Figure 1. I/O nets highlighted.
The bar under the picture is 50 um long.
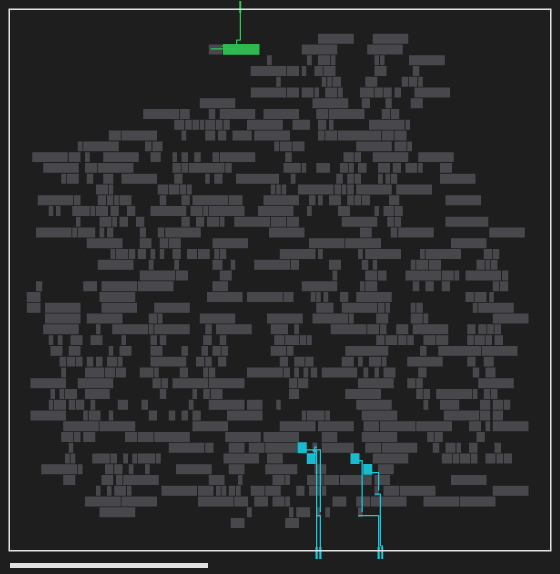
Figure 2. Signal wires on met1.
Supply wires on this layer in gray.
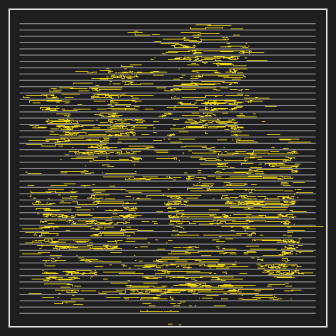
Figure 3. The clock network.
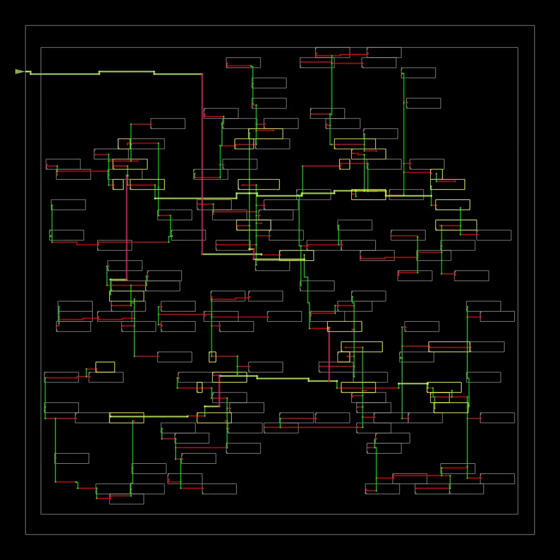
### src/rtl/reg_scan_ctrl.sv
// Board controller: switch-written register file with debounced buttons and an AUTO/MANUAL display-scan read port.
// Optional write-through forwarding on both read ports when REG_BYPASS_EN is defined.
module reg_scan_ctrl #(
  parameter int DATA_W       = 4,
  parameter int ADDR_W       = 2,
  parameter int TICK_LIMIT   = 50_000_000,
  parameter int DEBOUNCE_CYC = 1_000_000
) (
  input  logic              clk,
  input  logic              rst,
  input  logic [ADDR_W-1:0] sw_waddr,
  input  logic [DATA_W-1:0] sw_wdata,
  input  logic [ADDR_W-1:0] sw_raddr1,
  input  logic              btn_wr,
  input  logic              btn_mode,
  input  logic              btn_step,
  output logic [DATA_W-1:0] rdata1,
  output logic [DATA_W-1:0] rdata2,
  output logic [ADDR_W-1:0] scan_addr,
  output logic              manual,
  output logic              wr_pulse
);

  localparam int DEPTH  = 1 << ADDR_W;
  localparam int CNT_W  = $clog2(DEBOUNCE_CYC + 1);
  localparam int TICK_W = $clog2(TICK_LIMIT);
  localparam int NBTN   = 3;

  typedef enum logic {
    ST_AUTO   = 1'b0,
    ST_MANUAL = 1'b1
  } scan_state_t;

  // Button lanes: bit 0 = write, bit 1 = mode, bit 2 = step.
  logic [NBTN-1:0]   w_btn_raw;
  logic [NBTN-1:0]   r_sync1, r_sync2, r_db, r_db_d;
  logic [CNT_W-1:0]  r_cnt [NBTN];
  logic [NBTN-1:0]   w_edge;
  logic              w_wr_edge, w_mode_edge, w_step_edge;

  logic [DATA_W-1:0] r_regs [DEPTH];

  scan_state_t       r_state, w_state_nxt;
  logic [TICK_W-1:0] r_tick, w_tick_nxt;
  logic [ADDR_W-1:0] r_scan, w_scan_nxt;

  assign w_btn_raw = {btn_step, btn_mode, btn_wr};

  // NOTE: sequential state uses non-blocking assignments so every flop samples pre-edge values.
  always_ff @(posedge clk or posedge rst) begin
    if (rst) begin
      r_sync1 <= '0;
      r_sync2 <= '0;
      r_db    <= '0;
      r_db_d  <= '0;
      for (int i = 0; i < NBTN; i++) r_cnt[i] <= '0;
    end else begin
      r_sync1 <= w_btn_raw;
      r_sync2 <= r_sync1;
      r_db_d  <= r_db;
      for (int i = 0; i < NBTN; i++) begin
        if (r_sync2[i] == r_db[i]) begin
          r_cnt[i] <= '0;
        end else if (r_cnt[i] == CNT_W'(DEBOUNCE_CYC)) begin
          r_db[i]  <= r_sync2[i];
          r_cnt[i] <= '0;
        end else begin
          r_cnt[i] <= r_cnt[i] + CNT_W'(1);
        end
      end
    end
  end

  assign w_edge      = r_db & ~r_db_d;
  assign w_wr_edge   = w_edge[0];
  assign w_mode_edge = w_edge[1];
  assign w_step_edge = w_edge[2];

  // NOTE: the array is tiny, so it is reset like any other register; entry 0 is never written.
  always_ff @(posedge clk or posedge rst) begin
    if (rst) begin
      for (int i = 0; i < DEPTH; i++) r_regs[i] <= '0;
    end else if (w_wr_edge && (sw_waddr != '0)) begin
      r_regs[sw_waddr] <= sw_wdata;
    end
  end

  function automatic logic [DATA_W-1:0] read_port(input logic [ADDR_W-1:0] a);
    logic [DATA_W-1:0] v;
    v = (a == '0) ? '0 : r_regs[a];
`ifdef REG_BYPASS_EN
    if (w_wr_edge && (a == sw_waddr) && (a != '0)) v = sw_wdata;
`endif
    return v;
  endfunction

  assign rdata1 = read_port(sw_raddr1);
  assign rdata2 = read_port(r_scan);

  always_ff @(posedge clk or posedge rst) begin
    if (rst) begin
      r_state <= ST_AUTO;
      r_tick  <= '0;
      r_scan  <= '0;
    end else begin
      r_state <= w_state_nxt;
      r_tick  <= w_tick_nxt;
      r_scan  <= w_scan_nxt;
    end
  end

  // NOTE: every combinational output gets a default first so no path infers a latch.
  always_comb begin
    w_state_nxt = r_state;
    w_tick_nxt  = r_tick;
    w_scan_nxt  = r_scan;
    case (r_state)
      ST_AUTO: begin
        if (r_tick == TICK_W'(TICK_LIMIT - 1)) begin
          w_tick_nxt = '0;
          w_scan_nxt = r_scan + ADDR_W'(1);
        end else begin
          w_tick_nxt = r_tick + TICK_W'(1);
        end
        if (w_mode_edge) begin
          w_state_nxt = ST_MANUAL;
          w_tick_nxt  = '0;
        end
      end
      ST_MANUAL: begin
        w_tick_nxt = '0;
        // Mode wins over a coincident step.
        if (w_mode_edge)      w_state_nxt = ST_AUTO;
        else if (w_step_edge) w_scan_nxt  = r_scan + ADDR_W'(1);
      end
      default: w_state_nxt = ST_AUTO;
    endcase
  end

  assign scan_addr = r_scan;
  assign manual    = (r_state == ST_MANUAL);
  assign wr_pulse  = w_wr_edge;

endmodule

### config.mk
export PLATFORM = sky130hd
export DESIGN_NAME = reg_scan_ctrl
export DESIGN_NICKNAME = d
export VERILOG_FILES = /design/src/rtl/reg_scan_ctrl.sv
export SDC_FILE = /design/constraint.sdc
export NUM_CORES = 1
export LEC_CHECK = 0
export CORE_MARGIN = 4
export CORE_UTILIZATION = 35
export DETAILED_ROUTE_END_ITERATION = 12
export PLACE_DENSITY = 0.49
export RECOVER_POWER = 100
export SLEW_MARGIN = 40
export SYNTH_ARGS = -nofsm -noshare
export SYNTH_HDL_FRONTEND = slang
export SYNTH_SLANG_ARGS = --single-unit
### constraint.sdc
create_clock -name clk -period 10.3 [get_ports clk]
set_input_delay 2.06 -clock clk [delete_from_list [all_inputs] [get_ports clk]]
set_output_delay 2.06 -clock clk [all_outputs]
set_load 0.1 [all_outputs]
==> run summary <==
Results of the flow run.

The end-of-flow timing check tallies setup violations at 0. The worst setup path is captured at an asynchronous set/reset pin. Dividing the synthesized area by the synthesized cell count gives slightly above 10 um2.

Adding up every negative setup slack in the final design gives 0 ns. The cell leakage power stands at ~2.8 nW. The tally of max-capacitance violations stands at 2.

The y dimension of the die stands at between 100 and 150 um. The share of async-settable or async-resettable flops after synthesis stands at 1.000. The final-report max-slew violation count stands at ~120. The checks that failed: max-capacitance violations, max-slew violations.

The synthesized netlist was found by Yosys to have ~570 cells. After its last routability iteration, the placer logged a weighted congestion of between 0.7 and 0.8. The critical path maximum fanout is 72. In the hold report, the worst path ends at r_sync2[2]. The worst endpoint data arrival time stands at approximately 6.3 ns. For reference, the placement row count at floorplan is ~46. Per the CTS log, the maximum H-tree level is 4. The most frequently used library cell after synthesis is dfrtp_1. The slew at the pin closest to its max-slew limit stands at a little over 3 ns.

The number of instances in the synthesized netlist stands at ~570. Counting instances in the post-synthesis netlist gives the leading cell types as dfrtp_1, nor2_1, xor2_1. In this run, synthesis inferred 0 flip-flops with an integrated enable. STA shows the worst reg2reg path with a cell count of 6.

The number of nets at floorplan stands at 590. The required time of the critical path stands at 10.28 ns. The number of storage elements in the synthesis netlist stands at around 120. Per the post-place timing report, worst setup slack is 4.689 ns. The critical path is of the in2async type. The first-pass GRT wire length stands at 20020 um. Looking at the reg2reg group, the worst path ends at r_tick[6]. The floorplan report gives the top-level pin count as 25. Input and output buffers added on the ports amount to 24. The final layout contains ~620 nets. The number of clock sinks stands at between 100 and 150.

Clock-pin slew was measured on the worst setup and hold paths at 0.05 ns. The largest net degree at the start of global routing stands at 73. The setup slack of the critical path after layout stands at 3.990 ns.

The synthesis report lists the most area-consuming cells as dfrtp_1, xor2_1, nor2_1, mux2_2, nand3_1. The flow ran to the end, but the final reports show violations. The layout overhead on the synthesized area stands at 17.66%. The final period utilization stands at 0.6126.
-- Figure 1 (at the start) --
Key: green = `btn_mode` [bits 1, direction input, edge top, end cells 1, buffers 1, wire 18.7 um]; cyan = `rdata2` [bits 4, direction output, edge bottom, end cells 4, buffers 4, wire 106 um]

-- Figure 2 (at the start) --
The layer holds 50% of the routed length. The wires run mostly horizontal. The longest straight run is 44.2 um. The layer carries 5750 um of wire. 578 nets have wire on it.

-- Figure 3 (at the start) --
tally of clock buffers in the finished layout: 21
Max Clock Skew: 0.01113 ns
number of clock buffers inserted by TritonCTS: 17
clk latency late pin: 0.41 ns
clock-net power: 0.660 mW

## per-stage QoR
stage            util  hold WS, ns  total power [mW]  instance area [um2]  instances
2_1_floorplan       -       0.3312            0.4926                 5776        568
3_3_place_gp   0.3898       0.3370            0.5053                 6237        790
3_5_place_dp   0.3862       0.3347            0.5062                 6180        790
4_1_cts        0.4279       0.3473             1.177                 6847        822
5_1_grt        0.4247       0.3519             1.199                 6795        822
6_report       0.4247       0.3461             1.155                 6795        822
## layout by cell type, fill, tap and decap left out, types with 7 or more instances in the layout
cell type,instances
dfrtp_1,117
nor2_1,66
xor2_1,36
nand3_1,35
nand2_1,33
a21oi_1,29
nand4_1,20
o21ai_0,20
or3_1,20
mux2_2,19
clkbuf_1,18
clkbuf_16,17
inv_1,16
xnor2_1,15
or4_1,14
and3_1,14
o31ai_1,13
nor3_1,11
and4_1,10
ha_1,9
nor2b_1,8
clkdlybuf4s50_1,7
## layer usage
| layer | share of wire | wire (um) | GRT usage | up-vias |
|---|---|---|---|---|
| li1 | - | - | - | 2083 |
| met5 | 0 | 0 | 0 | - |
| met3 | 0.025 | 284 | 0.03960 | 10 |
| met2 | 0.47 | 5389 | 0.2106 | 33 |
| met1 | 0.50 | 5749 | 0.1779 | 2071 |
| met4 | 0.0088 | 101 | 0.04983 | 0 |
## cell type report
| cell class | instances | area, um2 |
|---|---|---|
| fillers | 1593 | 9205 |
| clock inverters | 11 | 196.4 |
| flip-flops and latches | 117 | 2928 |
| multi-input cells | 411 | 2681 |
| repair buffers | 29 | 183.9 |
| clock buffers | 21 | 470.5 |
| well taps | 216 | 270.3 |
| inverters | 17 | 65.06 |
## power breakdown
part / switching [mW] / internal [mW] / total (mW)
combinational: 0.0183 / 0.00849 / 0.0268
sequential: 0.00461 / 0.464 / 0.469
clock: 0.210 / 0.449 / 0.660
total: 0.233 / 0.922 / 1.16
## sequential cells by signal, indices dropped and copies added (netlist names), 2 cells and up
name / count
r_cnt: 60
r_tick: 26
r_regs: 16
r_db: 3
r_db_d: 3
r_sync1: 3
r_sync2: 3
scan_addr: 2
## worst max-delay path, stage by stage
cell and delay (ns):
dlygate4sd3_1 0.54, clkinvlp_2 1.76, clkbuf_1 1.89
## cell families (layout without fill, tap and decap cells)
family,count (synthesis),after routing,share of synthesized area
compound gates,73,73,0.07691
xor+xnor,51,51,0.07734
fa+ha+maj,9,9,0.01950
buf+inv,40,78,0.02816
flops,117,117,0.5069
mux,23,23,0.05264
simple gates,255,255,0.2385
## worst max path at each step
stage / from / end / slack (ns) / cells after the start
3_5_place_dp: sw_raddr1[1] / rdata1[3] / 4.69 / 4
5_1_grt: rst / r_tick[5] / 2.85 / 3
2_1_floorplan: rst / manual / 5.14 / 1
6_report: rst / r_tick[5] / 3.99 / 3
3_3_place_gp: sw_raddr1[1] / rdata1[3] / 4.04 / 4
4_1_cts: sw_raddr1[1] / rdata1[3] / 4.69 / 4
Power is estimated from default activity; no workload was simulated.
